File: src/rtl/adc_pll_pkg.sv
// adc_pll_pkg
// Shared definitions for the ADC PLL sequencer:
//   - state_e        : FSM state encoding (3 bits, OFF..FAIL)
//   - *_DEF          : default timing constants for a 24 MHz reference clock
//   - CNT_W / RTY_W  : phase counter and retry counter widths
//   - RELOCK_W       : width of the lock-loss statistics counter
//   - sat_inc_relock : saturating increment for the lock-loss counter
package adc_pll_pkg;

  typedef enum logic [2:0] {
    ST_OFF    = 3'd0,
    ST_RST    = 3'd1,
    ST_WAIT   = 3'd2,
    ST_STABLE = 3'd3,
    ST_RUN    = 3'd4,
    ST_SBY    = 3'd5,
    ST_FAIL   = 3'd6
  } state_e;

  localparam int unsigned STATE_W  = 3;
  localparam int unsigned CNT_W    = 16;
  localparam int unsigned RTY_W    = 4;
  localparam int unsigned RELOCK_W = 8;

  // 1 us reset, 1 ms lock timeout, ~10 us stability window at 24 MHz.
  localparam int unsigned RST_CYC_DEF    = 24;
  localparam int unsigned LOCK_TMO_DEF   = 24000;
  localparam int unsigned STABLE_CYC_DEF = 256;
  localparam int unsigned RETRY_MAX_DEF  = 3;

  function automatic logic [RELOCK_W-1:0] sat_inc_relock(input logic [RELOCK_W-1:0] v);
    return (v == {RELOCK_W{1'b1}}) ? v : v + RELOCK_W'(1);
  endfunction

endpackage

File: src/rtl/adc_pll_sync.sv
// adc_pll_sync
// Two-flop synchronizer bringing asynchronous level signals into clk.
// Ports:
//   clk   in          destination clock
//   rst_n in          asynchronous active-low reset, flops clear to 0
//   d_i   in  WIDTH   asynchronous inputs
//   q_o   out WIDTH   synchronized outputs (2 clk of latency)
module adc_pll_sync
  import adc_pll_pkg::*;
#(
  parameter int unsigned WIDTH = 1
) (
  input  logic             clk,
  input  logic             rst_n,
  input  logic [WIDTH-1:0] d_i,
  output logic [WIDTH-1:0] q_o
);

  logic [WIDTH-1:0] meta_q;
  logic [WIDTH-1:0] sync_q;

  // Bits are independent: no cross-bit coherency is implied.
  for (genvar gi = 0; gi < WIDTH; gi++) begin : g_bit
    always_ff @(posedge clk or negedge rst_n) begin
      if (!rst_n) begin
        meta_q[gi] <= 1'b0;
        sync_q[gi] <= 1'b0;
      end else begin
        meta_q[gi] <= d_i[gi];
        sync_q[gi] <= meta_q[gi];
      end
    end
  end

  assign q_o = sync_q;

endmodule

File: src/rtl/adc_pll_ctrl.sv
// adc_pll_ctrl
// Sequencer for the ADC PLL: timed reset, lock wait with timeout and retry,
// lock-stability qualification, standby handling and lock-loss recovery.
// A sticky failure is raised after RETRY_MAX consecutive lock timeouts.
// Build option: define ADC_PLL_CTRL_STAT_EN to make relock_cnt and state
// live; otherwise both read 0 and the lock-loss counter is not built.
// Ports:
//   clk        in      PLL reference clock, clocks all logic
//   rst_n      in      asynchronous active-low reset
//   en         in      run request; 0 forces OFF
//   sby_req    in      standby request (level)
//   pll_lock   in      PLL extlock, asynchronous to clk
//   pll_reset  out     PLL reset, active high
//   pll_stdby  out     PLL standby, active high
//   adc_rdy    out     lock stable, ADC clock usable
//   pll_fail   out     sticky lock failure (cleared in OFF)
//   relock_cnt out 8   saturating lock-loss count while in RUN
//   state      out 3   current FSM state encoding
module adc_pll_ctrl
  import adc_pll_pkg::*;
#(
  parameter int unsigned RST_CYC    = RST_CYC_DEF,
  parameter int unsigned LOCK_TMO   = LOCK_TMO_DEF,
  parameter int unsigned STABLE_CYC = STABLE_CYC_DEF,
  parameter int unsigned RETRY_MAX  = RETRY_MAX_DEF
) (
  input  logic                clk,
  input  logic                rst_n,
  input  logic                en,
  input  logic                sby_req,
  input  logic                pll_lock,
  output logic                pll_reset,
  output logic                pll_stdby,
  output logic                adc_rdy,
  output logic                pll_fail,
  output logic [RELOCK_W-1:0] relock_cnt,
  output logic [STATE_W-1:0]  state
);

  localparam logic [CNT_W-1:0] RST_LAST    = CNT_W'(RST_CYC - 1);
  localparam logic [CNT_W-1:0] TMO_LAST    = CNT_W'(LOCK_TMO - 1);
  localparam logic [CNT_W-1:0] STABLE_LAST = CNT_W'(STABLE_CYC - 1);
  localparam logic [RTY_W-1:0] RTY_LIMIT   = RTY_W'(RETRY_MAX);

  state_e           state_q, state_d;
  logic [CNT_W-1:0] cnt_q, cnt_d;
  logic [RTY_W-1:0] rty_q, rty_d;
  logic [RTY_W-1:0] rty_inc;
  logic             lock_s;

  adc_pll_sync #(
    .WIDTH (1)
  ) u_lock_sync (
    .clk   (clk),
    .rst_n (rst_n),
    .d_i   (pll_lock),
    .q_o   (lock_s)
  );

  always_comb begin
    state_d = state_q;
    rty_d   = rty_q;
    rty_inc = rty_q + RTY_W'(1);

    if (state_q == ST_OFF) begin
      rty_d = '0;
    end

    if (!en) begin
      state_d = ST_OFF;
    end else if (sby_req && (state_q inside {ST_RST, ST_WAIT, ST_STABLE, ST_RUN})) begin
      state_d = ST_SBY;
    end else begin
      case (state_q)
        ST_OFF: begin
          if (!sby_req) state_d = ST_RST;
        end
        ST_RST: begin
          if (cnt_q == RST_LAST) state_d = ST_WAIT;
        end
        ST_WAIT: begin
          if (lock_s) begin
            state_d = ST_STABLE;
          end else if (cnt_q == TMO_LAST) begin
            rty_d   = rty_inc;
            state_d = (rty_inc == RTY_LIMIT) ? ST_FAIL : ST_RST;
          end
        end
        ST_STABLE: begin
          // A dropout returns to WAIT; the state change restarts cnt and
          // thereby the lock timeout.
          if (!lock_s) begin
            state_d = ST_WAIT;
          end else if (cnt_q == STABLE_LAST) begin
            state_d = ST_RUN;
            rty_d   = '0;
          end
        end
        ST_RUN: begin
          if (!lock_s) state_d = ST_RST;
        end
        ST_SBY: begin
          // Always re-reset the PLL when leaving standby.
          if (!sby_req) state_d = ST_RST;
        end
        ST_FAIL: begin
          state_d = ST_FAIL;
        end
        default: begin
          state_d = ST_OFF;
        end
      endcase
    end

    // One shared phase counter, restarted on every state change.
    cnt_d = (state_d != state_q) ? '0 : cnt_q + CNT_W'(1);
  end

  always_ff @(posedge clk or negedge rst_n) begin
    if (!rst_n) begin
      state_q <= ST_OFF;
      cnt_q   <= '0;
      rty_q   <= '0;
    end else begin
      state_q <= state_d;
      cnt_q   <= cnt_d;
      rty_q   <= rty_d;
    end
  end

  // All outputs decode the state register only: no input-to-output path.
  assign pll_reset = (state_q == ST_OFF) || (state_q == ST_RST) || (state_q == ST_FAIL);
  assign pll_stdby = (state_q == ST_SBY);
  assign adc_rdy   = (state_q == ST_RUN);
  assign pll_fail  = (state_q == ST_FAIL);

`ifdef ADC_PLL_CTRL_STAT_EN
  logic                relock_evt;
  logic [RELOCK_W-1:0] relock_q;

  // RUN can only reach RST through lock loss; standby and en=0 take other
  // exits, so a simultaneous standby request never counts as a relock.
  assign relock_evt = (state_q == ST_RUN) && (state_d == ST_RST);

  always_ff @(posedge clk or negedge rst_n) begin
    if (!rst_n) begin
      relock_q <= '0;
    end else if (relock_evt) begin
      relock_q <= sat_inc_relock(relock_q);
    end
  end

  assign relock_cnt = relock_q;
  assign state      = state_q;
`else
  assign relock_cnt = '0;
  assign state      = '0;
`endif

endmodule

File: config.mk
export PLATFORM = sky130hd
export DESIGN_NAME = adc_pll_ctrl
export DESIGN_NICKNAME = d
export VERILOG_FILES = /design/src/rtl/adc_pll_pkg.sv /design/src/rtl/adc_pll_sync.sv /design/src/rtl/adc_pll_ctrl.sv
export SDC_FILE = /design/constraint.sdc
export NUM_CORES = 1
export LEC_CHECK = 0
export ABC_AREA = 1
export CORE_ASPECT_RATIO = 0.7
export CORE_MARGIN = 1.5
export CORE_UTILIZATION = 35
export CTS_CLUSTER_SIZE = 16
export DETAILED_ROUTE_END_ITERATION = 8
export PLACE_DENSITY = 0.51
export SKIP_CTS_REPAIR_TIMING = 1
export SKIP_LAST_GASP = 1
export SYNTH_ARGS = -nofsm -noshare
export SYNTH_HDL_FRONTEND = slang
export SYNTH_SLANG_ARGS = --single-unit
File: constraint.sdc
create_clock -name clk -period 2.6 [get_ports clk]
set_clock_uncertainty 0.05 [all_clocks]
set_input_delay 0.26 -clock clk [delete_from_list [all_inputs] [get_ports clk]]
set_output_delay 0.26 -clock clk [all_outputs]
set_load 0.01 [all_outputs]
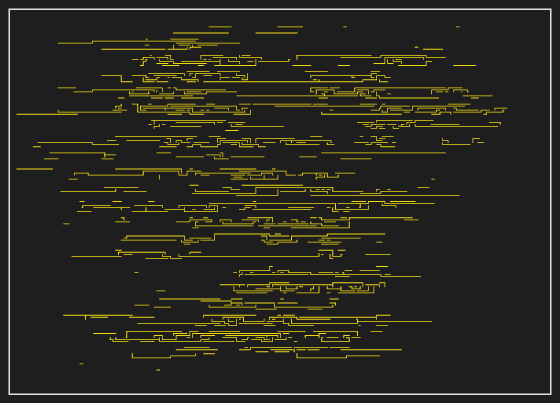
Run 1: signal wires on met1
nets with wire on the layer: 266
longest straight run: 26.7 um
main direction: horizontal
wire length on this layer: 2140 um
Vias: 1580
M1 GR Usage: 22.0%

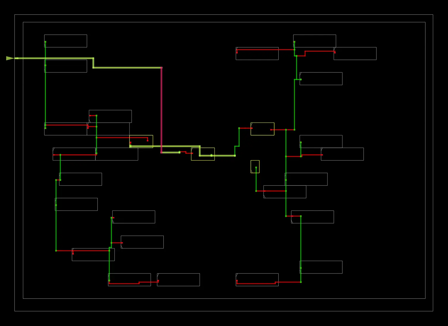
Run 1: clock wiring as the flow saved it
CLK BUF: 3
CTS Sinks: 25
Clk. pwr: 0.233 mW
clk latency late pin: 0.27 ns
FF+latch count: 25

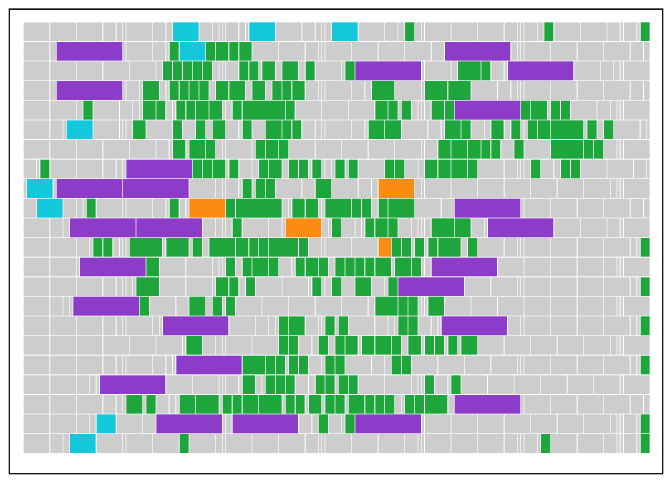
Run 1: placement by cell class
Fill, decap, tap and diode cells in gray.
[cyan] remaining buffers and delay cells | cells: 9
[orange] clock drivers and dummy loads | cells: 4
[green] combinational and other logic | cells: 248
[purple] sequential cells | cells: 25
row count: 22
Core ar.: 5200 um2
final core utilization: 39.1%
flop share of the area: 30.7%
design area: 2040 um2

-- run 1: path summary, 6_finish.rpt --
path                                          from               to  slack (ns)  cells past startpoint
worst max register to register            cnt_q[0]         cnt_q[4]        0.44                     11
worst max-delay path                      cnt_q[0]         cnt_q[4]        0.44                     11
worst min-delay path                         rst_n        cnt_q[14]        0.30                      2
max in group asynchronous                    rst_n         rty_q[1]        1.96                      2
worst min register to register  u_lock_sync.meta_q  u_lock_sync.q_o        0.30                      0
min in group clk                u_lock_sync.meta_q  u_lock_sync.q_o        0.30                      0
-- run 1: area by class of cell --
| class | instances | area, um2 |
|---|---|---|
| inverter | 45 | 170 |
| tap | 72 | 90.1 |
| fill | 553 | 3170 |
| clock inverter | 1 | 5.00 |
| timing repair buffer | 9 | 87.6 |
| multi-input combinational | 203 | 1020 |
| sequential | 25 | 626 |
| clock buffer | 3 | 41.3 |
-- run 1: metrics by stage --
stage	setup WS (ns)	util, %
global placement	0.404	38.2
global route	0.178	39.1
floorplan	0.708	-
detailed placement	0.427	38.2
finish	0.438	39.1
CTS	0.410	39.1
-- run 1: critical path, stage by stage, from the launching register on --
cell	delay, ns
dfrtp_1	0.37
ha_1	0.18
nand2_1	0.11
nor3_2	0.32
nand3_2	0.20
clkinv_2	0.11
nand2_2	0.06
nand4_1	0.06
nand3_1	0.07
nand2_1	0.14
nand3_4	0.24
nor2_1	0.17
-- run 1: power by group --
group	internal (mW)	switching, mW	total, mW
Combinational	0.0619	0.131	0.193
Clock	0.107	0.126	0.233
Sequential	0.410	0.0251	0.435
-- run 1: cell usage in the layout, fill, tap and decap left out, types with 2 or more instances in the layout --
master / instances
a21oi_1: 3
a22o_1: 4
clkbuf_8: 3
clkdlybuf4s50_1: 8
clkinv_2: 2
conb_1: 11
dfrtp_1: 25
ha_1: 3
inv_1: 38
inv_2: 6
nand2_1: 68
nand2_2: 4
nand3_1: 20
nand3_2: 2
nand4_1: 4
nor2_1: 41
nor2_2: 15
o21ai_0: 11
o22ai_1: 4
xnor2_1: 3
xor2_1: 5
-- run 1: layer usage --
layer / vias to the layer above / wire [um] / GRT usage [%]
met5: - / 0 / 0
met3: 2 / 182 / 3.21
met1: 693 / 2140 / 22.0
met2: 33 / 1420 / 20.6
li1: 852 / - / -
met4: 0 / 18 / 2.38
-- run 1: state kept, by name, summed over array words and instances (netlist names) --
signal and count:
u_lock_sync.q_o 1, cnt_q 16, state_q 3, u_lock_sync.meta_q 1, rty_q 4
-- run 1: logic make-up after synthesis --
family                   count (synthesis)
AND/OR/NAND/NOR                        158
AND-OR/OR-AND                           23
buffers and inverters                   58
XOR/XNOR                                 8
flip-flops                              25
other                                    1
adder cells (fa/ha/maj)                  3
==> flow_summary.toml, run 1 <==
# synthesis and place-and-route metrics
[place]
place_area_um2 = 1990
gp_congestion = 0.837
place_inst = 354
port_buffers = 8
dpl.hpwl_um = 2960

[cts]
clk_pin_slew_ns = 0.09
htreeDepth = 1
cts_root_buf = "clkbuf_8"
cts_max_path_buffers = 2
cts-buffers-inserted = 3
cts_tree = "yes"

[setup_path]
start_kind = "flop"
arrival_ns = 2.31
cp.required_ns = 2.75
cp_max_fo = 16
crit_type = "reg -> reg"
critPathCaptureType = "flop"

[logic_synthesis]
yosys-stat-area_um2 = 1870
top_area_share_pct = 33.4
synth_cells = 276
yosys.area.top_type = "dfrtp_1"
yosysWarnings = 0
edf_count = 0
fa_ha_area_share_pct = 2.00
synth_cell_types = 27
top_cells_by_count = "nand2_1 (68), nor2_1 (41), inv_1 (38)"
synthAoiAreaFrac_pct = 7.41
top_cells_by_area = "dfrtp_1 (33%), nand2_1 (14%), nor2_1 (8.2%)"
synthMuxAreaShare_pct = 0
logic_family = "simple AND/OR/NAND/NOR gates"
simple_gate_area_share_pct = 38.9
synthesis.area_um2 = 1870
synth-main-ff-cell = "dfrtp_1"
ys_seq_share_pct = 33.4
synthXorXnorAreaFrac_pct = 3.74
avgSynthCellArea_um2 = 6.79
ys_cells = 276
synth_top_cell_by_count = "nand2_1"
async_flop_share_pct = 100
ys_seq_elements = 25

[global_routing]
overflow = 0
grt_pass1_vias = 1449
grt_max_degree = 26
grt_usage_pct = 14.4
grt_pass1_wl_um = 6710
antenna_found_initial = 0

[final_timing]
hold_viol_final = 0
rsz0062_at_grt = "false"
period_minus_slack_ns = 2.16
fmax_ghz = 0.463
whs_ns = 0.295
finalSetupViolCount = 0
fin_setup_tns_ns = 0
period_used_pct = 83.2
drv_slew = 0

[final_layout]
instances_no_fill = 358
layout.nets = 295
drive_gt1_share_pct = 12.9
n_antenna_cell = 0
area_delta_synth_final_pct = 8.68

[floorplanning]
boundaryPins = 20
chipWidth_um = 90.4
fp.dieH_um = 64.2
initCoreUtil_pct = 36.0
die_area_um2 = 5810

[detailed_routing]
drtPass1Iterations = 4
ant_nets = 0
drt-total-wl_um = 3760
drt_iter0_markers = 86
wl_per_cell_um = 10.5
vias_per_cell = 4.41
drc = 0

[power_and_ir_drop]
leakagePower_nw = 0.951
cellPowerDensity_nw_per_um2 = 423
peakVddDrop_v = 0.000293
power_mw = 0.861

[min_path]
hold_class = "in -> async"

[job]
cap_violations = 0
warnings = 27

[run_status]
status = "complete, no violations"
Run 1, wiring heat map:
Bar = 20 um. The die is cut into 18 by 13 equal tiles; dark blue is low, red is high, scaled to the fullest tile. Values are wire area over tile area, all layers added.
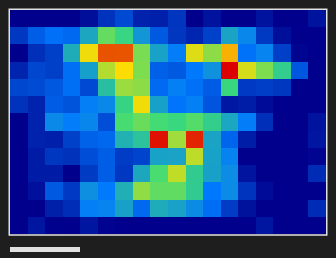

==> run 2: changes to the inputs <==
--- a/config.mk
+++ b/config.mk
@@ -11,7 +11,7 @@
 export CORE_UTILIZATION = 35
 export CTS_CLUSTER_SIZE = 16
 export DETAILED_ROUTE_END_ITERATION = 8
-export PLACE_DENSITY = 0.51
+export PLACE_DENSITY = 0.53
 export SKIP_CTS_REPAIR_TIMING = 1
 export SKIP_LAST_GASP = 1
 export SYNTH_ARGS = -nofsm -noshare
==> constraint.sdc (replaced) <==
create_clock -name clk -period 1.8 [get_ports clk]
set_clock_uncertainty 0.05 [all_clocks]
set_input_delay 0.18 -clock clk [delete_from_list [all_inputs] [get_ports clk]]
set_output_delay 0.18 -clock clk [all_outputs]
set_load 0.01 [all_outputs]
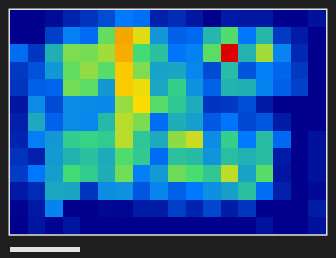
Run 2: wiring heat map
Bar = 20 um. The die is cut into 18 by 13 equal tiles; dark blue is low, red is high, scaled to the fullest tile. Values are wire area over tile area, all layers added.
densest ninth of the die: center
tiles over half the peak: 15%
mean over tiles: 0.14
emptiest ninth of the die: south-east
nearly empty tiles: 18%
Vias: 1951
DR WL/cell: 11.6 um
DRT Wirelength: 5080 um

==> run 2 against run 1 <==
Compared with the run above:
- the run now ends with setup timing left
- wire length is 35% higher
- final area is 40% higher
- sequential cell count stayed put
- synthesized area stayed put
- utilization is 16 points higher
- combinational power went up to 3.0 times the previous value
- setup slack worse by 0.71 ns
- die area stayed put
- largest cell class unchanged
==> flow_summary.toml, run 2 <==
# synthesis and place-and-route metrics
[setup_path]
cpMostUsedCell = "nand2_2"
rrSetupSlack_ns = -0.27
r2r_start = "cnt_q[0]"
start_kind = "flop"
cp_slowest_cell = "dfrtp_1"
slowest_delay_ns = 0.38
cp_max_fo = 8
r2r_end = "cnt_q[5]"
cp.required_ns = 1.96
path_cells = "ha_2, nand2_4, buf_6, nor3_2, buf_4, nand3_2, clkinv_2, nand2_2, nand4_1, nand3_1, nand2_2, nand3_4, clkbuf_16, nor2_4"
r2r_cells = 14

[floorplanning]
boundaryPins = 20
fp.dieH_um = 64.2
core_area_um2 = 5200
chipWidth_um = 90.4
die_area_um2 = 5810
rows = 22

[job]
cap_violations = 0
warnings = 29

[final_layout]
final_area_um2 = 2860
drive_gt1_share_pct = 43.7
n_antenna_cell = 0
mi_logic_area_um2 = 1200
area_delta_synth_final_pct = 52.6
reg_top3 = "cnt_q: 16 flops, rty_q: 4 flops, state_q: 3 flops"
instances_no_fill = 436
largest_register = "cnt_q"
layout.nets = 373
flop_area_um2 = 628

[global_routing]
grt_max_degree = 26
overflow = 0
antenna_found_initial = 0
grt_usage_pct = 16.5
grt_pass1_vias = 1699

[min_path]
hold_class = "in -> async"

[place]
port_buffers = 8
dpl.hpwl_um = 3560
place_inst = 416
gp_congestion = 0.958
place_area_um2 = 2470

[final_timing]
rsz0062_at_grt = "true"
drv_slew = 0
hold_viol_final = 0
finalSetupViolCount = 21
period_minus_slack_ns = 2.07
worst_slack_ns = -0.274
fmax_ghz = 0.482

[cts]
worstSkewPairLatency_ns = 0.27
htreeDepth = 1
cts_max_path_buffers = 2
cts_sinks = 25
cts_tree = "yes"
cts-buffers-inserted = 3

[logic_synthesis]
synth_cells = 276
yosys.area.top_type = "dfrtp_1"
ys_seq_share_pct = 33.4
async_flop_share_pct = 100
yosys-stat-area_um2 = 1870
ys_cells = 276
synth_cell_types = 27
top_area_share_pct = 33.4
ys_seq_elements = 25
synth-main-ff-cell = "dfrtp_1"
avgSynthCellArea_um2 = 6.79
synth_top_cell_by_count = "nand2_1"
edf_count = 0

[power_and_ir_drop]
internal_power_mw = 1.02
pwr-share-seq_pct = 40.6
netSwitchingPower_mw = 0.524
swShare_pct = 33.9
power_mw = 1.55
combPwrFrac_pct = 37.4
cellPowerDensity_nw_per_um2 = 540
p_clk_share_pct = 22.0

[run_status]
failed_checks = "setup timing"
status = "complete, but fails checks"

[detailed_routing]
ant_nets = 0
drt_iter0_markers = 52
drtPass1Iterations = 5
## run 2: netlist changes by cell type in the layout (fill, tap and decap cells not counted), sizes merged
cell	delta
dlymetal6s2s	+4
buf	+77
clkdlybuf4s50	-4
clkbuf	+1
## run 2: cell type report
| type | instances | share of cell area (%) |
|---|---|---|
| clock inverter | 1 | 0.175 |
| timing repair buffer | 87 | 25.1 |
| inverter | 45 | 6.13 |
| sequential | 25 | 22.0 |
| multi-input combinational | 203 | 42.1 |
| clock buffer | 3 | 1.44 |
| tap | 72 | 3.15 |
## run 2: power by group through the flow
stage / clock, mW / combinational, mW / sequential, mW
2_1_floorplan: 0 / 0.253 / 0.628
3_3_place_gp: 0 / 0.418 / 0.636
3_5_place_dp: 0 / 0.426 / 0.637
4_1_cts: 0.358 / 0.428 / 0.626
5_1_grt: 0.377 / 0.631 / 0.630
6_report: 0.340 / 0.578 / 0.627
## run 2: critical path, delay by kind of cell (launching register included)
family	cells	cell delay, ns
fa+ha+maj	1	0.22
simple gates	9	0.82
buf+inv	4	0.55
flops	1	0.38
## run 2: metrics by stage
stage                     setup TNS (ns)  worst slack, ns  hold slack [ns]
final                              -4.21           -0.274            0.224
after global routing               -6.56           -0.386            0.264
after CTS                          -3.89           -0.258            0.229
after detailed placement           -2.75           -0.186            0.289
after global placement             -2.96           -0.195            0.283
after floorplan                  -0.0975          -0.0141           -0.166
## run 2: cell families after synthesis
kind of cell | count (synthesis) | share of synthesized area (%)
xor+xnor | 8 | 3.74
compound gates | 23 | 7.41
buf+inv | 58 | 14.4
other cells | 1 | 0.200
fa+ha+maj | 3 | 2.00
simple gates | 158 | 38.9
flops | 25 | 33.4
## run 2: worst max-delay path by stage
stage	startpoint	end	slack, ns	cells past startpoint
global placement	cnt_q[0]	cnt_q[15]	-0.19	17
detailed placement	cnt_q[0]	cnt_q[2]	-0.19	17
CTS	state_q[0]	pll_reset	-0.26	5
global route	rty_q[0]	cnt_q[5]	-0.39	18
finish	cnt_q[0]	cnt_q[5]	-0.27	14
floorplan	cnt_q[0]	cnt_q[11]	-0.01	17
## run 2: metal layers
metal  routed length [um]  track usage, %  vias to the layer above
met5                    0               0                        -
met1                 2580            24.6                      903
met3                  250            3.81                        2
met4                   18            2.58                        0
li1                     -               -                     1009
met2                 2230            24.4                       37
Power is estimated from default activity; no workload was simulated.
